===== config.mk =====
export PLATFORM = sky130hd
export DESIGN_NAME = player_health
export DESIGN_NICKNAME = d
export VERILOG_FILES = /design/src/rtl/player_health.sv
export SDC_FILE = /design/constraint.sdc
export NUM_CORES = 1
export LEC_CHECK = 0
export CAP_MARGIN = 40
export CORE_ASPECT_RATIO = 0.7
export CORE_UTILIZATION = 52
export DETAILED_ROUTE_END_ITERATION = 10
export PLACE_DENSITY = 0.79
export SYNTH_ARGS = -nofsm -noshare
export SYNTH_HDL_FRONTEND = slang
export SYNTH_SLANG_ARGS = --single-unit

===== constraint.sdc =====
create_clock -name clock_1Hz -period 3 [get_ports clock_1Hz]
set_clock_uncertainty 0.05 [all_clocks]
set_input_delay 0.9 -clock clock_1Hz [delete_from_list [all_inputs] [get_ports clock_1Hz]]
set_output_delay 0.9 -clock clock_1Hz [all_outputs]
set_load 0.1 [all_outputs]

===== src/rtl/player_health.sv =====
// Per-player lives, invulnerability and round-timer controller on the 1 Hz tick.
// Async active-high true_reset; clock clock_1Hz.
// Ports:
//   in:  clock_1Hz, true_reset, start, hitP1, hitP2
//   out: livesP1/P2 [1:0], invulnP1/P2, round_time [7:0],
//        state [1:0] (0 IDLE,1 PLAY,2 SUDDEN,3 OVER),
//        winner [1:0] (01 P1, 10 P2, 11 draw), game_over
// Params: LIVES (1..3), INVULN_SEC (1..7), ROUND_SEC (1..255).
// Option macro HEALTH_SUDDEN_DEATH_EN: timer expiry enters SUDDEN
// instead of ending the round on a lives comparison.
module player_health #(
  parameter int LIVES      = 3,
  parameter int INVULN_SEC = 2,
  parameter int ROUND_SEC  = 120
) (
  input  logic       clock_1Hz,
  input  logic       true_reset,
  input  logic       start,
  input  logic       hitP1,
  input  logic       hitP2,
  output logic [1:0] livesP1,
  output logic [1:0] livesP2,
  output logic       invulnP1,
  output logic       invulnP2,
  output logic [7:0] round_time,
  output logic [1:0] state,
  output logic [1:0] winner,
  output logic       game_over
);

  typedef enum logic [1:0] {
    IDLE   = 2'd0,
    PLAY   = 2'd1,
    SUDDEN = 2'd2,
    OVER   = 2'd3
  } state_t;

  localparam logic [1:0] L0   = 2'(LIVES);
  localparam logic [2:0] INV0 = 3'(INVULN_SEC);
  localparam logic [7:0] RT0  = 8'(ROUND_SEC);

  state_t     st, st_n;
  logic [1:0] l1, l2, l1_n, l2_n;
  logic [2:0] i1, i2, i1_n, i2_n;
  logic [7:0] rt, rt_n;
  logic [1:0] win, win_n;
  logic       go, go_n;

  always_comb begin
    st_n  = st;
    l1_n  = l1;
    l2_n  = l2;
    i1_n  = i1;
    i2_n  = i2;
    rt_n  = rt;
    win_n = win;
    go_n  = go;
    unique case (st)
      IDLE: begin
        if (start) st_n = PLAY;
      end
      PLAY: begin
        i1_n = (i1 != 3'd0) ? i1 - 3'd1 : 3'd0;
        i2_n = (i2 != 3'd0) ? i2 - 3'd1 : 3'd0;
        rt_n = (rt != 8'd0) ? rt - 8'd1 : 8'd0;
        // a hit during invulnerability is dropped, never queued
        if (hitP1 && i1 == 3'd0 && l1 != 2'd0) begin
          l1_n = l1 - 2'd1;
          i1_n = INV0;
        end
        if (hitP2 && i2 == 3'd0 && l2 != 2'd0) begin
          l2_n = l2 - 2'd1;
          i2_n = INV0;
        end
        // a fatal hit outranks timer expiry on the same edge
        if (l1_n == 2'd0 || l2_n == 2'd0) begin
          st_n  = OVER;
          go_n  = 1'b1;
          win_n = {l1_n == 2'd0, l2_n == 2'd0};
        end else if (rt_n == 8'd0) begin
`ifdef HEALTH_SUDDEN_DEATH_EN
          st_n = SUDDEN;
`else
          st_n = OVER;
          go_n = 1'b1;
          if (l1_n > l2_n)      win_n = 2'b01;
          else if (l2_n > l1_n) win_n = 2'b10;
          else                  win_n = 2'b11;
`endif
        end
      end
`ifdef HEALTH_SUDDEN_DEATH_EN
      SUDDEN: begin
        i1_n = (i1 != 3'd0) ? i1 - 3'd1 : 3'd0;
        i2_n = (i2 != 3'd0) ? i2 - 3'd1 : 3'd0;
        if (hitP1) l1_n = 2'd0;
        if (hitP2) l2_n = 2'd0;
        if (hitP1 || hitP2) begin
          st_n  = OVER;
          go_n  = 1'b1;
          win_n = {hitP1, hitP2};
        end
      end
`endif
      default: ;
    endcase
  end

  always_ff @(posedge clock_1Hz or posedge true_reset) begin
    if (true_reset) begin
      st  <= IDLE;
      l1  <= L0;
      l2  <= L0;
      i1  <= 3'd0;
      i2  <= 3'd0;
      rt  <= RT0;
      win <= 2'b00;
      go  <= 1'b0;
    end else begin
      st  <= st_n;
      l1  <= l1_n;
      l2  <= l2_n;
      i1  <= i1_n;
      i2  <= i2_n;
      rt  <= rt_n;
      win <= win_n;
      go  <= go_n;
    end
  end

  assign livesP1    = l1;
  assign livesP2    = l2;
  assign invulnP1   = (i1 != 3'd0);
  assign invulnP2   = (i2 != 3'd0);
  assign round_time = rt;
  assign state      = st;
  assign winner     = win;
  assign game_over  = go;

endmodule


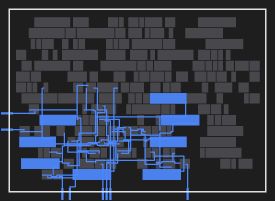
*Wires at chosen ports, followed through buffers*
(4 px per um)
legend:
  round_time:
    color: blue
    bits: 8
    direction: output
    edge: 6 south, 2 west
    end_cells: 8
    buffers: 8
    wire: 477 um
Top-Level Pins: 24
IO buf count: 23

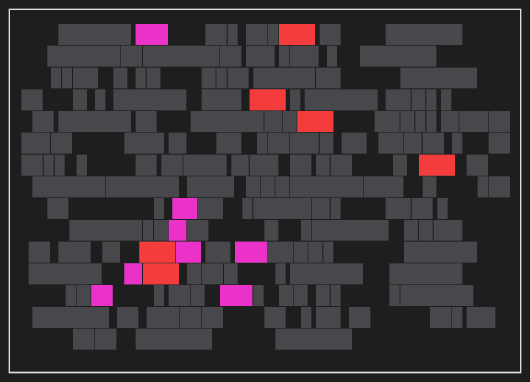
*Logic cells by family*
(8 px per um)
legend:
  and/or cells:
    color: magenta
    cells: 8
  fa/ha/maj cells:
    color: red
    cells: 6

==> impl_metrics.toml <==
# implementation run metrics
[timing]
final.period_utilization_pct = 93.1
maxSlewViolCount = 0
layout_setup_ws_ns = 0.207
fmax_mhz = 358
fin_setup_tns_ns = 0
slew-limit-headroom_pct = 63.2
holdWs_ns = 0.428
hold_viol_final = 0

[finish]
fillCellCount = 201
antenna_cells = 0
fin_nets = 182
syn_to_final_growth_pct = 20.3
nFlopsAndLatches = 23
finish.instance_area_mm2 = 0.00167
finalNonFillerCells = 204
inv_count = 10
regArea_um2 = 586

[flow_run]
maxCapViolations = 0
warning_count = 27

[logic_synthesis]
flop_cell = "dfrtp_1"
ys_area_mm2 = 0.00139
synth.distinct_cells = 45
syn_area_per_cell_um2 = 9.77
mux_share_pct = 2.34
ys_ff = 23
top_cells_by_area = "dfrtp_1 (27%), dfstp_2 (15%), ha_1 (5.4%), o21ai_0 (4.0%), xnor2_1 (3.8%)"
ys_top_logic_family = "simple AND/OR/NAND/NOR gates"
synthAoiAreaFrac_pct = 20.2
synth_top_area_share_pct = 27.1
edf_count = 0
synth-warning-count = 0
simple_gate_area_share_pct = 22.0
adder_share_pct = 5.41
synth_cells = 142

[worst_setup_path]
r2r_cells = 10
required_ns = 3.10
crit_path_max_incr_delay_ns = 0.45
cpMaxStageDelayCell = "clkdlybuf4s50_1"
worstReg2RegEnd = "winner[0]$_DFFE_PP0P_"
cp.arrival_ns = 2.90
r2r_start = "livesP2[0]$_DFFE_PP1P_"
r2r_slack_ns = 0.40
cp_top_family = "simple AND/OR/NAND/NOR gates"
startpoint = "hitP2"

[clock_network]
post_cts_resized = 0
cts_setup_buffers = 0
clkTransAtPathRegs_ns = 0.08
clkSinkCount = 23
cts_htree_levels = 1
root_buffer = "clkbuf_8"

[grt]
grt_usage_pct = 23.3
grt_overflow = 0
antenna_found_initial = 0
grt_pass1_vias = 1095
grt_max_degree = 24

[run_status]
status = "complete, no violations"

[route]
drtIter0Drc = 47
ant_nets = 0
wl_per_cell_um = 14.8
wl_mm = 3.03
via_per_inst = 5.68

[floorplan]
core_area_mm2 = 0.00250
chipWidth_um = 63.7

[worst_hold_path]
hp-class = "reg -> reg"
min_path_cells = 1

[placement]
dp.cells = 200
hpwl_mm = 2.27
place_congestion = 0.874

[pwr]
ir_drop_uv = 229
p_total_uw = 614
## worst reg2reg max path: stages, from the launching register on
cell     delay (ns)
dfstp_2        0.62
inv_1          0.08
ha_1           0.23
nor3_2         0.36
a21oi_1        0.14
ha_1           0.32
nor2b_1        0.19
o21ai_0        0.10
nand4_1        0.10
mux2i_1        0.08
a211o_1        0.23
## report_power, final
part	switching [mW]	total, mW	internal, mW
clock network	0.0956	0.190	0.0948
registers	0.00909	0.328	0.319
logic	0.0733	0.0960	0.0227
## layer usage
layer | global-route usage [%] | wire (um) | vias to the layer above
met5 | 0 | 0 | -
met3 | 5.30 | 157 | 0
met4 | 2.73 | 0 | 0
met1 | 32.2 | 1480 | 549
met2 | 38.9 | 1390 | 36
li1 | - | - | 574
## cells in the final DEF (no fill, tap or decap), types with 2 or more instances in the layout
| cell | Yosys | layout |
|---|---|---|
| a211o_1 | 2 | 2 |
| a21o_1 | 3 | 3 |
| a21oi_1 | 5 | 5 |
| buf_4 | 0 | 23 |
| clkbuf_8 | 0 | 3 |
| clkdlybuf4s50_1 | 0 | 4 |
| dfrtp_1 | 15 | 15 |
| dfstp_2 | 8 | 8 |
| ha_1 | 6 | 6 |
| inv_1 | 10 | 10 |
| nand2_1 | 13 | 13 |
| nand3_1 | 3 | 3 |
| nand4_1 | 3 | 3 |
| nor2_1 | 11 | 11 |
| nor2b_1 | 3 | 3 |
| nor3_1 | 3 | 3 |
| nor3_2 | 2 | 2 |
| nor3b_1 | 2 | 2 |
| o211ai_1 | 3 | 3 |
| o21ai_0 | 11 | 11 |
| o21ai_1 | 5 | 5 |
| or3_4 | 2 | 2 |
| xnor2_1 | 6 | 6 |
## sequential cells by signal, indices dropped and copies added, names as in the netlist
register,flops
game_over,1
i1,3
i2,3
livesP1,2
livesP2,2
round_time,8
state,2
winner,2
